--- src/rtl/muldiv_unit_if.sv ---
// Operand/result bundle between the execute stage and the multiply/divide unit.
// master: pipeline side (drives request, kill); slave: the unit (drives status, result).
// Request fields are sampled only on the accept edge; status outputs are registered.
interface muldiv_unit_if #(
    parameter int WIDTH = 32
);
    logic             start;
    logic [2:0]       funct3;
    logic [WIDTH-1:0] op_a;
    logic [WIDTH-1:0] op_b;
    logic             kill;
    logic             busy;
    logic             done;
    logic [WIDTH-1:0] result;

    modport master (
        output start, funct3, op_a, op_b, kill,
        input  busy, done, result
    );

    modport slave (
        input  start, funct3, op_a, op_b, kill,
        output busy, done, result
    );
endinterface

--- src/rtl/muldiv_unit.sv ---
// Iterative RV32M multiply/divide: radix-2 shift-add multiply, restoring divide.
// Latency WIDTH+1 edges from accept to done (33 for WIDTH=32); one op per WIDTH+2 cycles.
// No backpressure: start is ignored while busy; kill aborts an op in flight without done.
module muldiv_unit #(
    parameter int WIDTH = 32
) (
    input  logic         clk,
    input  logic         rst,
    muldiv_unit_if.slave bus
);
    localparam int CW = $clog2(WIDTH);

    typedef enum logic [1:0] {
        IDLE = 2'd0,
        CALC = 2'd1,
        FIX  = 2'd2
    } state_t;

    state_t               state;
    state_t               state_nxt;
    logic [CW-1:0]        cnt;
    logic [2:0]           f3;
    logic [WIDTH-1:0]     opnd;      // multiplicand magnitude, or divisor magnitude
    logic [2*WIDTH-1:0]   acc;       // mul: {partial, multiplier}; div: {remainder, quotient}
    logic                 rneg;
    logic                 div0;
    logic                 busy_q;
    logic                 done_q;
    logic [WIDTH-1:0]     result_q;

    logic                 accept;
    logic                 a_sgn;
    logic                 b_sgn;
    logic                 a_neg;
    logic                 b_neg;
    logic [WIDTH-1:0]     a_abs;
    logic [WIDTH-1:0]     b_abs;
    logic [WIDTH:0]       mul_sum;
    logic [WIDTH:0]       div_diff;
    logic [2*WIDTH-1:0]   acc_step;
    logic [2*WIDTH-1:0]   prod;
    logic [WIDTH-1:0]     quo;
    logic [WIDTH-1:0]     rem;
    logic [WIDTH-1:0]     fix_res;

    // kill wins over start, so a flush in the same cycle never launches an op
    assign accept = (state == IDLE) && bus.start && !bus.kill;

    // MUL is treated as signed x signed: the low half is identical either way
    assign a_sgn = bus.funct3[2] ? ~bus.funct3[0] : (bus.funct3[1:0] != 2'b11);
    assign b_sgn = bus.funct3[2] ? ~bus.funct3[0] : ~bus.funct3[1];
    assign a_neg = a_sgn & bus.op_a[WIDTH-1];
    assign b_neg = b_sgn & bus.op_b[WIDTH-1];
    assign a_abs = a_neg ? -bus.op_a : bus.op_a;
    assign b_abs = b_neg ? -bus.op_b : bus.op_b;

    // State register
    always_ff @(posedge clk or posedge rst) begin
        if (rst) state <= IDLE;
        else     state <= state_nxt;
    end

    // Next-state: WIDTH CALC cycles then one FIX cycle; kill drops back to IDLE
    always_comb begin
        state_nxt = state;
        case (state)
            IDLE:    if (accept) state_nxt = CALC;
            CALC:    if (bus.kill) state_nxt = IDLE;
                     else if (cnt == CW'(WIDTH - 1)) state_nxt = FIX;
            FIX:     state_nxt = IDLE;
            default: state_nxt = IDLE;
        endcase
    end

    // One iteration: shift-add for multiply, restoring shift-subtract for divide
    always_comb begin
        mul_sum  = {1'b0, acc[2*WIDTH-1:WIDTH]} + {1'b0, opnd};
        div_diff = acc[2*WIDTH-1:WIDTH-1] - {1'b0, opnd};
        acc_step = {1'b0, acc[2*WIDTH-1:1]};
        if (f3[2]) begin
            if (div_diff[WIDTH]) acc_step = {acc[2*WIDTH-2:0], 1'b0};
            else                 acc_step = {div_diff[WIDTH-1:0], acc[WIDTH-2:0], 1'b1};
        end else if (acc[0]) begin
            acc_step = {mul_sum, acc[WIDTH-1:1]};
        end
    end

    // Sign fix-up and result select. Signed overflow (most-negative / -1) needs no
    // override: magnitude 2^(W-1) / 1 gives quotient 2^(W-1), remainder 0, and
    // negating 2^(W-1) leaves it unchanged. Divide by zero leaves remainder = |a|
    // with sign(a), i.e. op_a; only the quotient needs forcing to all-ones.
    always_comb begin
        prod    = rneg ? -acc : acc;
        quo     = rneg ? -acc[WIDTH-1:0] : acc[WIDTH-1:0];
        rem     = rneg ? -acc[2*WIDTH-1:WIDTH] : acc[2*WIDTH-1:WIDTH];
        fix_res = rem;
        case (f3)
            3'b000:                 fix_res = prod[WIDTH-1:0];
            3'b001, 3'b010, 3'b011: fix_res = prod[2*WIDTH-1:WIDTH];
            3'b100, 3'b101:         fix_res = div0 ? '1 : quo;
            default:                fix_res = rem;
        endcase
    end

    // Operand capture on accept, then one accumulator step per CALC cycle
    always_ff @(posedge clk or posedge rst) begin
        if (rst) begin
            cnt  <= '0;
            f3   <= '0;
            opnd <= '0;
            acc  <= '0;
            rneg <= 1'b0;
            div0 <= 1'b0;
        end else if (accept) begin
            cnt  <= '0;
            f3   <= bus.funct3;
            opnd <= bus.funct3[2] ? b_abs : a_abs;
            acc  <= {{WIDTH{1'b0}}, (bus.funct3[2] ? a_abs : b_abs)};
            rneg <= (bus.funct3[2] && bus.funct3[1]) ? a_neg : (a_neg ^ b_neg);
            div0 <= (bus.op_b == '0);
        end else if (state == CALC) begin
            acc <= acc_step;
            cnt <= cnt + CW'(1);
        end
    end

    // Registered status and result; result only moves on a completed FIX
    always_ff @(posedge clk or posedge rst) begin
        if (rst) begin
            busy_q   <= 1'b0;
            done_q   <= 1'b0;
            result_q <= '0;
        end else begin
            busy_q <= (state_nxt != IDLE);
            done_q <= (state == FIX) && !bus.kill;
            if ((state == FIX) && !bus.kill) result_q <= fix_res;
        end
    end

    assign bus.busy   = busy_q;
    assign bus.done   = done_q;
    assign bus.result = result_q;
endmodule

--- src/flat_wrapper.sv ---
// flat-port wrapper written by rule: the top's interface ports become plain ports
module muldiv_unit_flat 
#(
    parameter int WIDTH = 32
)
  (clk, rst, bus_start, bus_funct3, bus_op_a, bus_op_b, bus_kill, bus_busy, bus_done, bus_result);
  muldiv_unit_if #(.WIDTH(WIDTH)) bus_i ();
  input  logic clk;
  input  logic rst;
  input wire logic [$bits(bus_i.start)-1:0] bus_start;
  input wire logic [$bits(bus_i.funct3)-1:0] bus_funct3;
  input wire logic [$bits(bus_i.op_a)-1:0] bus_op_a;
  input wire logic [$bits(bus_i.op_b)-1:0] bus_op_b;
  input wire logic [$bits(bus_i.kill)-1:0] bus_kill;
  output wire logic [$bits(bus_i.busy)-1:0] bus_busy;
  output wire logic [$bits(bus_i.done)-1:0] bus_done;
  output wire logic [$bits(bus_i.result)-1:0] bus_result;
  assign bus_i.start = bus_start;
  assign bus_i.funct3 = bus_funct3;
  assign bus_i.op_a = bus_op_a;
  assign bus_i.op_b = bus_op_b;
  assign bus_i.kill = bus_kill;
  assign bus_busy = bus_i.busy;
  assign bus_done = bus_i.done;
  assign bus_result = bus_i.result;
  muldiv_unit #(.WIDTH(WIDTH)) u_core (.clk(clk), .rst(rst), .bus(bus_i));
endmodule
--- config.mk ---
export PLATFORM = sky130hd
export DESIGN_NAME = muldiv_unit_flat
export DESIGN_NICKNAME = d
export VERILOG_FILES = /design/src/rtl/muldiv_unit_if.sv /design/src/rtl/muldiv_unit.sv /design/src/flat_wrapper.sv
export SDC_FILE = /design/constraint.sdc
export NUM_CORES = 1
export LEC_CHECK = 0
export CAP_MARGIN = 25
export CELL_PAD_IN_SITES_DETAIL_PLACEMENT = 1
export CELL_PAD_IN_SITES_GLOBAL_PLACEMENT = 2
export CORE_MARGIN = 2
export CORE_UTILIZATION = 33
export CTS_BUF_LIST = sky130_fd_sc_hd__clkbuf_8
export CTS_CLUSTER_DIAMETER = 100
export DETAILED_ROUTE_END_ITERATION = 8
export GPL_ROUTABILITY_DRIVEN = 0
export PLACE_DENSITY = 0.86
export SLEW_MARGIN = 20
export SYNTH_ARGS = -nofsm -noshare
export SYNTH_HDL_FRONTEND = slang
export SYNTH_SLANG_ARGS = --single-unit
--- constraint.sdc ---
create_clock -name clk -period 5.2 [get_ports clk]
set_clock_uncertainty 0.15 [all_clocks]
set_input_delay 1.04 -clock clk [delete_from_list [all_inputs] [get_ports clk]]
set_output_delay 1.04 -clock clk [all_outputs]
set_load 0.005 [all_outputs]
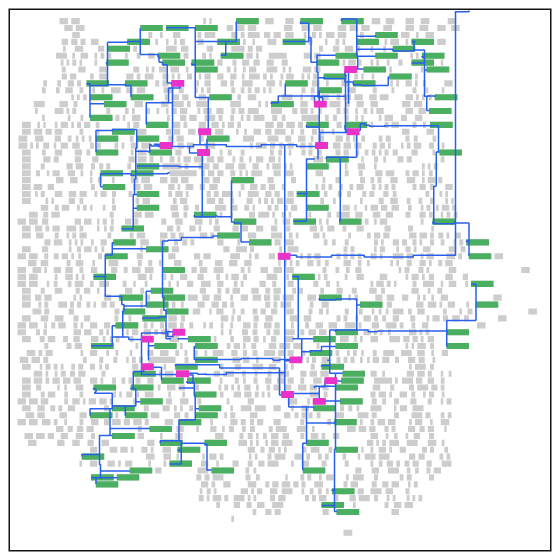
Fig. 1. Routed clock nets over the placement.
flip-flops: shown in green, count 142. clock wires: shown in blue, length 2420 um. cells driving clock nets: shown in magenta, count 17.
There are 18 routed clock nets.
clk_lat worst skew: 0.49 ns
clock power share: 0.121
clock-net power: 0.00101 W

==> results_slide.txt <==
Key Metrics from the Run

Synth
  – Dominant cell type by area after synthesis: dfrtp_1
  – Syn_nets: 2035
  – Syn avg cell area: 7.58 um2
  – Yosys reg bits: 142

Min path
  – Hold WC Path Type: flip-flop to flip-flop
  – Hold path cells: 2

Critical path
  – Buf/Inv on CP: 2
  – Worst EP required: 5.40 ns
  – Crit path largest cell delay: 0.61 ns
  – CP max FO: 56
  – Crit path DAT: 4.31 ns
  – Startpoint types: flip-flop

Clock tree
  – CTS buffer count: 17
  – CTS Sinks: 142
  – Resized cells post-CTS: 0
  – Clock slew seen by the registers of the worst setup and hold paths: 0.10 ns

Final layout
  – Dominant kind of cell: multi-input combinational cells
  – Clkbuf count: 18
  – Comb area share: 0.616
  – # fillers: 5368
  – N_diodes: 0
  – Logic area: 10100 um2
  – Clock buf/inv share: 0.0257
  – Share of post-route cells with drive strength above 1: 0.0539
  – Most numerous logic cell after layout: nand2_1

Placed design
  – Place WS: 0.930 ns
  – Cell Area, Placed: 15900 um2

Power and ir drop
  – P_leak: 6.61 nW
  – Seq. pwr: 0.00196 W

Timing
  – Final setup vio count: 0
  – Worst setup margin: 1.09 ns
  – Tightest Pin Transition: 1.05 ns
  – Final slew viol count: 0

Run
  – Stage-log warning count: 26
  – Max_cap viols: 0

Global routing
  – First-pass GRT wire length: 89400 um
  – Gr ovfl total: 0
  – GR Util met1: 0.358

Die
  – Die Y: 212 um

Status
  – Status: finished, final reports clean
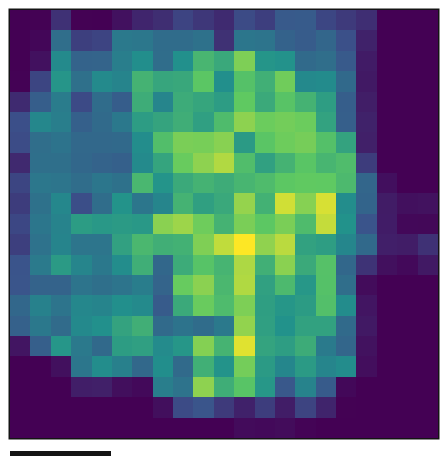
Fig. 2. Routed metal per tile.
Bar = 50 um. The die is cut into 21 by 21 equal tiles; dark purple is low, yellow is high, scaled to the fullest tile. Values are wire area over tile area, all layers added.
The densest ninth of the die: center. The fullest tile reaches 0.55. 20% of the tiles are nearly empty. 34% of the tiles are over half the peak.
drt total wl: 56500 um
wire per inst: 22.5 um
detailed-route via count: 15000
Overall Global Routing Usage: 0.255

## state kept, by name, summed over array words and instances (netlist names)
| register | flops |
|---|---|
| u_core.bus.busy | 1 |
| u_core.cnt | 5 |
| u_core.state | 2 |
| u_core.f3 | 3 |
| u_core.div0 | 1 |
| u_core.bus.result | 32 |
| u_core.bus.done | 1 |
| u_core.opnd | 32 |
| u_core.acc | 64 |
| u_core.rneg | 1 |
## cells by family (layout without fill, tap and decap cells)
kind of cell,Yosys count,count (layout),share of synthesized area
XOR/XNOR,180,180,0.110
adder cells (fa/ha/maj),72,72,0.0639
flip-flops,142,142,0.248
buffers and inverters,197,235,0.0523
multiplexers,62,62,0.0436
AND/OR/NAND/NOR,611,611,0.200
AND-OR/OR-AND,628,628,0.282
No activity file was given, so power comes from the tool's default toggle rates.
